`config.mk`:
```
export PLATFORM = sky130hd
export DESIGN_NAME = writeback_stage_flat
export DESIGN_NICKNAME = d
export VERILOG_FILES = /design/src/rtl/writeback_stage_if.sv /design/src/rtl/writeback_stage.sv /design/src/flat_wrapper.sv
export SDC_FILE = /design/constraint.sdc
export NUM_CORES = 1
export LEC_CHECK = 0
export CAP_MARGIN = 20
export CORE_ASPECT_RATIO = 0.5
export CORE_UTILIZATION = 37
export DETAILED_ROUTE_END_ITERATION = 7
export PLACE_DENSITY = 0.75
export SLEW_MARGIN = 20
export SYNTH_ARGS = -nofsm -noshare
export SYNTH_HDL_FRONTEND = slang
export SYNTH_SLANG_ARGS = --single-unit
```
`constraint.sdc`:
```
create_clock -name clk -period 3.09 [get_ports clk]
set_clock_uncertainty 0.05 [all_clocks]
set_input_delay 0.618 -clock clk [delete_from_list [all_inputs] [get_ports clk]]
set_output_delay 0.618 -clock clk [all_outputs]
set_load 0.02 [all_outputs]
```
`src/rtl/writeback_stage_if.sv`:
```
// Memory-to-writeback handshake and payload bus.
// The memory stage drives the master side; the writeback stage takes the slave side.
interface writeback_stage_if;
   logic        mem_to_wb_valid;
   logic        wb_allowin;
   logic [31:0] mem_pc;
   logic [31:0] mem_inst;
   logic [31:0] mem_rf_wdata;
   logic [3:0]  mem_rf_wen;
   logic [4:0]  mem_rf_waddr;
   logic [1:0]  mem_op_HIWen;
   logic [1:0]  mem_op_LOWen;
   logic [31:0] hi_in;
   logic [31:0] lo_in;

   modport master (
      output mem_to_wb_valid, mem_pc, mem_inst, mem_rf_wdata, mem_rf_wen,
             mem_rf_waddr, mem_op_HIWen, mem_op_LOWen, hi_in, lo_in,
      input  wb_allowin
   );

   modport slave (
      input  mem_to_wb_valid, mem_pc, mem_inst, mem_rf_wdata, mem_rf_wen,
             mem_rf_waddr, mem_op_HIWen, mem_op_LOWen, hi_in, lo_in,
      output wb_allowin
   );
endinterface

```
`src/rtl/writeback_stage.sv`:
```
// Final pipeline stage: latches the retiring instruction, drives the GPR write port and trace,
// and owns architectural HI/LO. Optional retire counter enabled by defining WB_RETIRE_CNT_EN.
module writeback_stage #(
   parameter logic [31:0] RESET_PC   = 32'hbfc00000,
   parameter logic [31:0] HILO_RESET = 32'h0
) (
   input  logic               clk,
   input  logic               resetn,
   input  logic               flush,
   writeback_stage_if.slave   mem,
   output logic               wb_valid,
   output logic [3:0]         rf_we,
   output logic [4:0]         rf_waddr,
   output logic [31:0]        rf_wdata,
   output logic [31:0]        hi_out,
   output logic [31:0]        lo_out,
   output logic [31:0]        wb_pc,
   output logic [31:0]        debug_wb_pc,
   output logic [3:0]         debug_wb_rf_wen,
   output logic [4:0]         debug_wb_rf_wnum,
   output logic [31:0]        debug_wb_rf_wdata,
   output logic [31:0]        retire_cnt
);

   localparam logic READY_GO = 1'b1;

   logic        accept;
   logic [31:0] pc_q;
   logic [31:0] inst_q;
   logic [31:0] wdata_q;
   logic [4:0]  waddr_q;
   logic [3:0]  wen_q;
   logic [1:0]  hiwen_q;
   logic [1:0]  lowen_q;
   logic [31:0] hi_q;
   logic [31:0] lo_q;
   logic [31:0] hi_r;
   logic [31:0] lo_r;

   assign mem.wb_allowin = !wb_valid || READY_GO;
   assign accept         = mem.mem_to_wb_valid && !flush;

   always_ff @(posedge clk) begin
      if (!resetn) begin
         wb_valid <= 1'b0;
         pc_q     <= RESET_PC;
         inst_q   <= 32'h0;
         wdata_q  <= 32'h0;
         waddr_q  <= 5'h0;
         wen_q    <= 4'h0;
         hiwen_q  <= 2'b00;
         lowen_q  <= 2'b00;
         hi_q     <= 32'h0;
         lo_q     <= 32'h0;
         hi_r     <= HILO_RESET;
         lo_r     <= HILO_RESET;
      end else begin
         wb_valid <= accept;
         if (accept) begin
            pc_q    <= mem.mem_pc;
            inst_q  <= mem.mem_inst;
            wdata_q <= mem.mem_rf_wdata;
            waddr_q <= mem.mem_rf_waddr;
            wen_q   <= mem.mem_rf_wen;
            hiwen_q <= mem.mem_op_HIWen;
            lowen_q <= mem.mem_op_LOWen;
            hi_q    <= mem.hi_in;
            lo_q    <= mem.lo_in;
         end
         // The instruction already in WB commits HI/LO even if the incoming one is flushed.
         if (wb_valid && |hiwen_q) hi_r <= hi_q;
         if (wb_valid && |lowen_q) lo_r <= lo_q;
      end
   end

   // Instruction word is held for debug visibility only; nothing downstream consumes it.
   logic unused_inst;
   assign unused_inst = ^inst_q;

`ifdef WB_RETIRE_CNT_EN
   logic [31:0] cnt_q;

   always_ff @(posedge clk) begin
      if (!resetn) begin
         cnt_q <= 32'h0;
      end else if (wb_valid) begin
         cnt_q <= cnt_q + 32'h1;
      end
   end

   assign retire_cnt = cnt_q;
`else
   assign retire_cnt = 32'h0;
`endif

   assign rf_we    = wb_valid ? wen_q : 4'h0;
   assign rf_waddr = waddr_q;
   assign rf_wdata = wdata_q;
   assign hi_out   = hi_r;
   assign lo_out   = lo_r;
   assign wb_pc    = pc_q;

   assign debug_wb_pc       = pc_q;
   assign debug_wb_rf_wen   = rf_we;
   assign debug_wb_rf_wnum  = rf_waddr;
   assign debug_wb_rf_wdata = rf_wdata;

endmodule

```
`src/flat_wrapper.sv`:
```
// flat-port wrapper written by rule: the top's interface ports become plain ports
module writeback_stage_flat 
#(
   parameter logic [31:0] RESET_PC   = 32'hbfc00000,
   parameter logic [31:0] HILO_RESET = 32'h0
)
  (clk, resetn, flush, wb_valid, rf_we, rf_waddr, rf_wdata, hi_out, lo_out, wb_pc, debug_wb_pc, debug_wb_rf_wen, debug_wb_rf_wnum, debug_wb_rf_wdata, retire_cnt, mem_mem_to_wb_valid, mem_mem_pc, mem_mem_inst, mem_mem_rf_wdata, mem_mem_rf_wen, mem_mem_rf_waddr, mem_mem_op_HIWen, mem_mem_op_LOWen, mem_hi_in, mem_lo_in, mem_wb_allowin);
  writeback_stage_if mem_i ();
  input  logic clk;
  input  logic resetn;
  input  logic flush;
  output logic wb_valid;
  output logic [3:0] rf_we;
  output logic [4:0] rf_waddr;
  output logic [31:0] rf_wdata;
  output logic [31:0] hi_out;
  output logic [31:0] lo_out;
  output logic [31:0] wb_pc;
  output logic [31:0] debug_wb_pc;
  output logic [3:0] debug_wb_rf_wen;
  output logic [4:0] debug_wb_rf_wnum;
  output logic [31:0] debug_wb_rf_wdata;
  output logic [31:0] retire_cnt;
  input wire logic [$bits(mem_i.mem_to_wb_valid)-1:0] mem_mem_to_wb_valid;
  input wire logic [$bits(mem_i.mem_pc)-1:0] mem_mem_pc;
  input wire logic [$bits(mem_i.mem_inst)-1:0] mem_mem_inst;
  input wire logic [$bits(mem_i.mem_rf_wdata)-1:0] mem_mem_rf_wdata;
  input wire logic [$bits(mem_i.mem_rf_wen)-1:0] mem_mem_rf_wen;
  input wire logic [$bits(mem_i.mem_rf_waddr)-1:0] mem_mem_rf_waddr;
  input wire logic [$bits(mem_i.mem_op_HIWen)-1:0] mem_mem_op_HIWen;
  input wire logic [$bits(mem_i.mem_op_LOWen)-1:0] mem_mem_op_LOWen;
  input wire logic [$bits(mem_i.hi_in)-1:0] mem_hi_in;
  input wire logic [$bits(mem_i.lo_in)-1:0] mem_lo_in;
  output wire logic [$bits(mem_i.wb_allowin)-1:0] mem_wb_allowin;
  assign mem_i.mem_to_wb_valid = mem_mem_to_wb_valid;
  assign mem_i.mem_pc = mem_mem_pc;
  assign mem_i.mem_inst = mem_mem_inst;
  assign mem_i.mem_rf_wdata = mem_mem_rf_wdata;
  assign mem_i.mem_rf_wen = mem_mem_rf_wen;
  assign mem_i.mem_rf_waddr = mem_mem_rf_waddr;
  assign mem_i.mem_op_HIWen = mem_mem_op_HIWen;
  assign mem_i.mem_op_LOWen = mem_mem_op_LOWen;
  assign mem_i.hi_in = mem_hi_in;
  assign mem_i.lo_in = mem_lo_in;
  assign mem_wb_allowin = mem_i.wb_allowin;
  writeback_stage #(.RESET_PC(RESET_PC), .HILO_RESET(HILO_RESET)) u_core (.clk(clk), .resetn(resetn), .flush(flush), .mem(mem_i), .wb_valid(wb_valid), .rf_we(rf_we), .rf_waddr(rf_waddr), .rf_wdata(rf_wdata), .hi_out(hi_out), .lo_out(lo_out), .wb_pc(wb_pc), .debug_wb_pc(debug_wb_pc), .debug_wb_rf_wen(debug_wb_rf_wen), .debug_wb_rf_wnum(debug_wb_rf_wnum), .debug_wb_rf_wdata(debug_wb_rf_wdata), .retire_cnt(retire_cnt));
endmodule
```
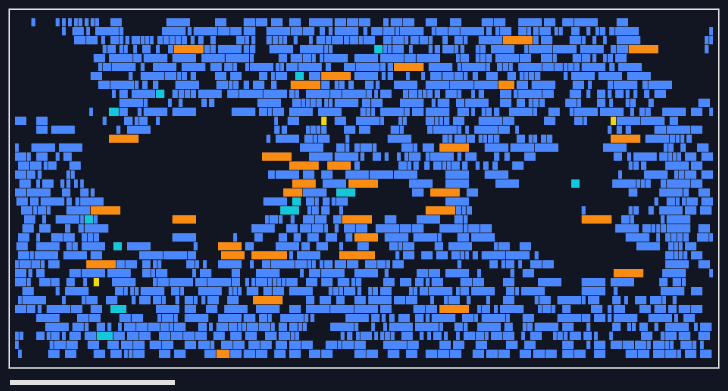
*Cells by drive strength*
Scale bar: 50 um.
| color | size | cells | share |
|---|---|---|---|
| yellow | drive 2 | 3 | 0.24% |
| cyan | drive 3 to 4 | 12 | 0.95% |
| blue | drive 1 or less | 1217 | 96% |
| orange | drive 6 and up | 32 | 2.5% |
Final Cell Area: 12070 um2
synthesis-to-layout area growth: 44.02%
number of non-clock buffers in the layout: 366
final worst setup slack: 0.5064 ns

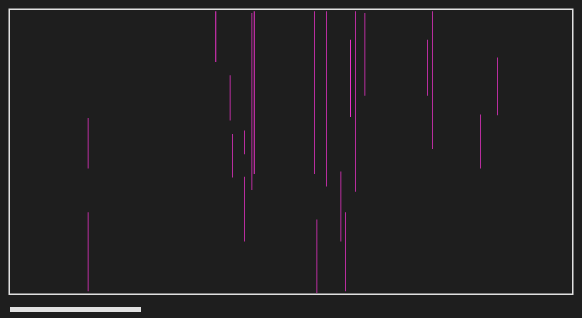
*The metal 4 layer*
Scale bar: 50 um.
main direction: vertical
longest straight run: 68.7 um
wire length on this layer: 722 um
share of all routed wire: 2.9%
nets with wire on the layer: 15
detailed-route via count: 7159
final WL: 24.47 mm

==> impl_metrics.toml <==
# yosys + openroad results
[global_route]
grt_use_met2_pct = 35.37
use_met1_pct = 24.81
first_global_vias = 6670
grt_antenna_before_repair = 0
grt.overflow.total = 0
busiest_layer = "met2"
met3_usage_pct = 3.179
grt_use_total_pct = 19.90

[routing]
ant_nets = 0
drt-met1-wl_mm = 10.55
top_layer_used = "met4"
dr.pass1.iters = 4
wl_per_cell_um = 15.64
wl_met3_um = 868

[logic_synthesis]
flop_cell = "dfxtp_1"
synth-adder-area-share_pct = 0
yosysTopAreaCell = "dfxtp_1"
synth-simple-area-share_pct = 20.38
top_cells_by_count = "nand2_1 (346), dfxtp_1 (206), buf_4 (113), a21boi_1 (81), nand3_1 (73)"
synth-edff-count = 0
synth_cell_types = 15
xor_share_pct = 0
ys_cells = 1012
ys_seq_share_pct = 49.20
ys_top_cells_by_area = "dfxtp_1 (49%), nand2_1 (15%), buf_4 (10%)"
ys_area_um2 = 8382
asyncSetResetFlopFracSynth_pct = 0
synth_top_area_share_pct = 49.20
ys_warn_count = 0
most_common_cell = "nand2_1"

[clocking]
path_clk_slew_ns = 0.07
hold_buffers = 0
cts_tree = "yes"
post-cts-setup-buffer-count = 0
root_buffer = "clkbuf_16"
cts_resized = 0
cts_buffer_depth = 3

[sta]
fin_hold_ws_ns = 0.3990
hold_viol_final = 0
min_period_over_period_pct = 83.61
final.setup.tns_ns = 0
fin_crit_ns = 2.584
max_slew_margin_pct = 56.75
rsz0062_at_grt = "false"

[critical_path]
crit_family = "buffers and inverters"
r2r-end = "u_core.hi_out[4]$_SDFFE_PN0P_"
crit_chain = "and2_1 > clkdlybuf4s50_1"
slowest_delay_ns = 0.71
path_class = "flop to primary output"
r2r_cells = 4
crit_path_end_kind = "primary output"
crit_arrival_ns = 1.92
crit_buf_inv = 1
worst-path-stages = 2
endpoint = "rf_we[2]"
cp-start-kind = "flop"
r2r-start = "u_core.hiwen_q[1]$_SDFFE_PN0P_"
cpMaxStageDelayCell = "clkdlybuf4s50_1"

[finish]
clock_area_share_pct = 5.545
layout-drive-gt1-share_pct = 3.718
final_util_pct = 55.07
nNetsFinal = 1428
final-nonclk-buf-share_pct = 30.75
combAreaFraction_pct = 26.43
layout.area.comb_um2 = 3191
antenna_cells = 0
lay_top_count = "clkdlybuf4s50_1"
lay_top_cells = "clkdlybuf4s50_1 (354), nand2_1 (346), dfxtp_1 (206)"
largest_cell_class = "registers"
num-nonclk-inverters = 0

[power_and_ir_drop]
power_switching_uw = 1503
p_leak_uw = 0.004347
powerClk_uw = 2490
powerSeq_uw = 2810
vdd_drop_max_mv = 0.2988
internal_power_uw = 4592
maxPowerGroup = "registers"
power_uw = 6095
p_clk_share_pct = 40.8
p_sw_share_pct = 24.65

[worst_hold_path]
min_to = "u_core.hi_out[14]$_SDFFE_PN0P_"
whs_path_depth = 2
hold_path.class = "flop to flop"

[place]
dp.cells = 1529
routabilityCongestion = 0.9224
place_area_um2 = 11400
post-dp-hpwl_mm = 17.90
port_buffers = 355

[job]
warning_count = 58

[floorplanning]
rows = 38
io_pins = 421
die_x_um = 214.9
chipArea_um2 = 23300
die_h_um = 108.4
fp_util_pct = 38.24

[outcome]
outcome = "finished clean"
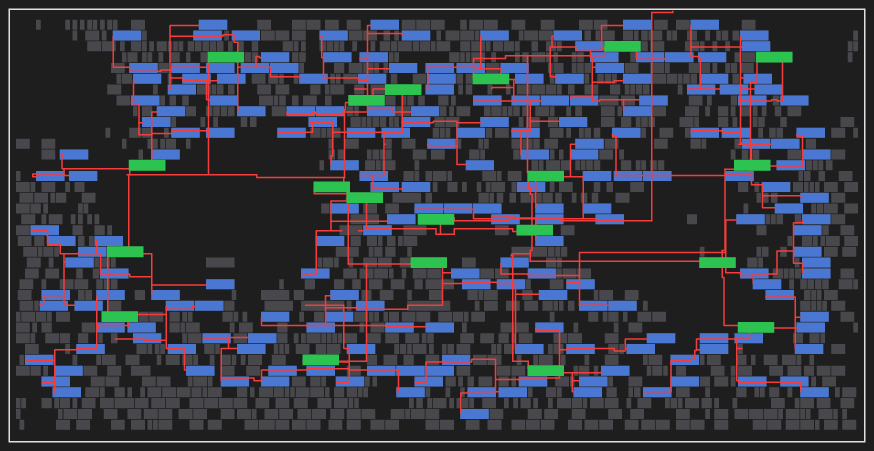
*Clock wires, drivers and flops*
[red] clock wires | length: 2550 um
[blue] flip-flops | count: 206
[green] cells driving clock nets | count: 20
routed clock nets: 21

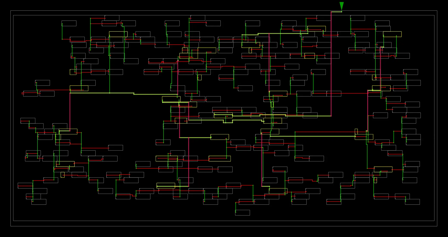
*Clock nets*
flip-flops: 206
Sink Count: 206
worst skew pair latency: 0.49 ns
cts bufs inserted: 20
clkbuf count: 26

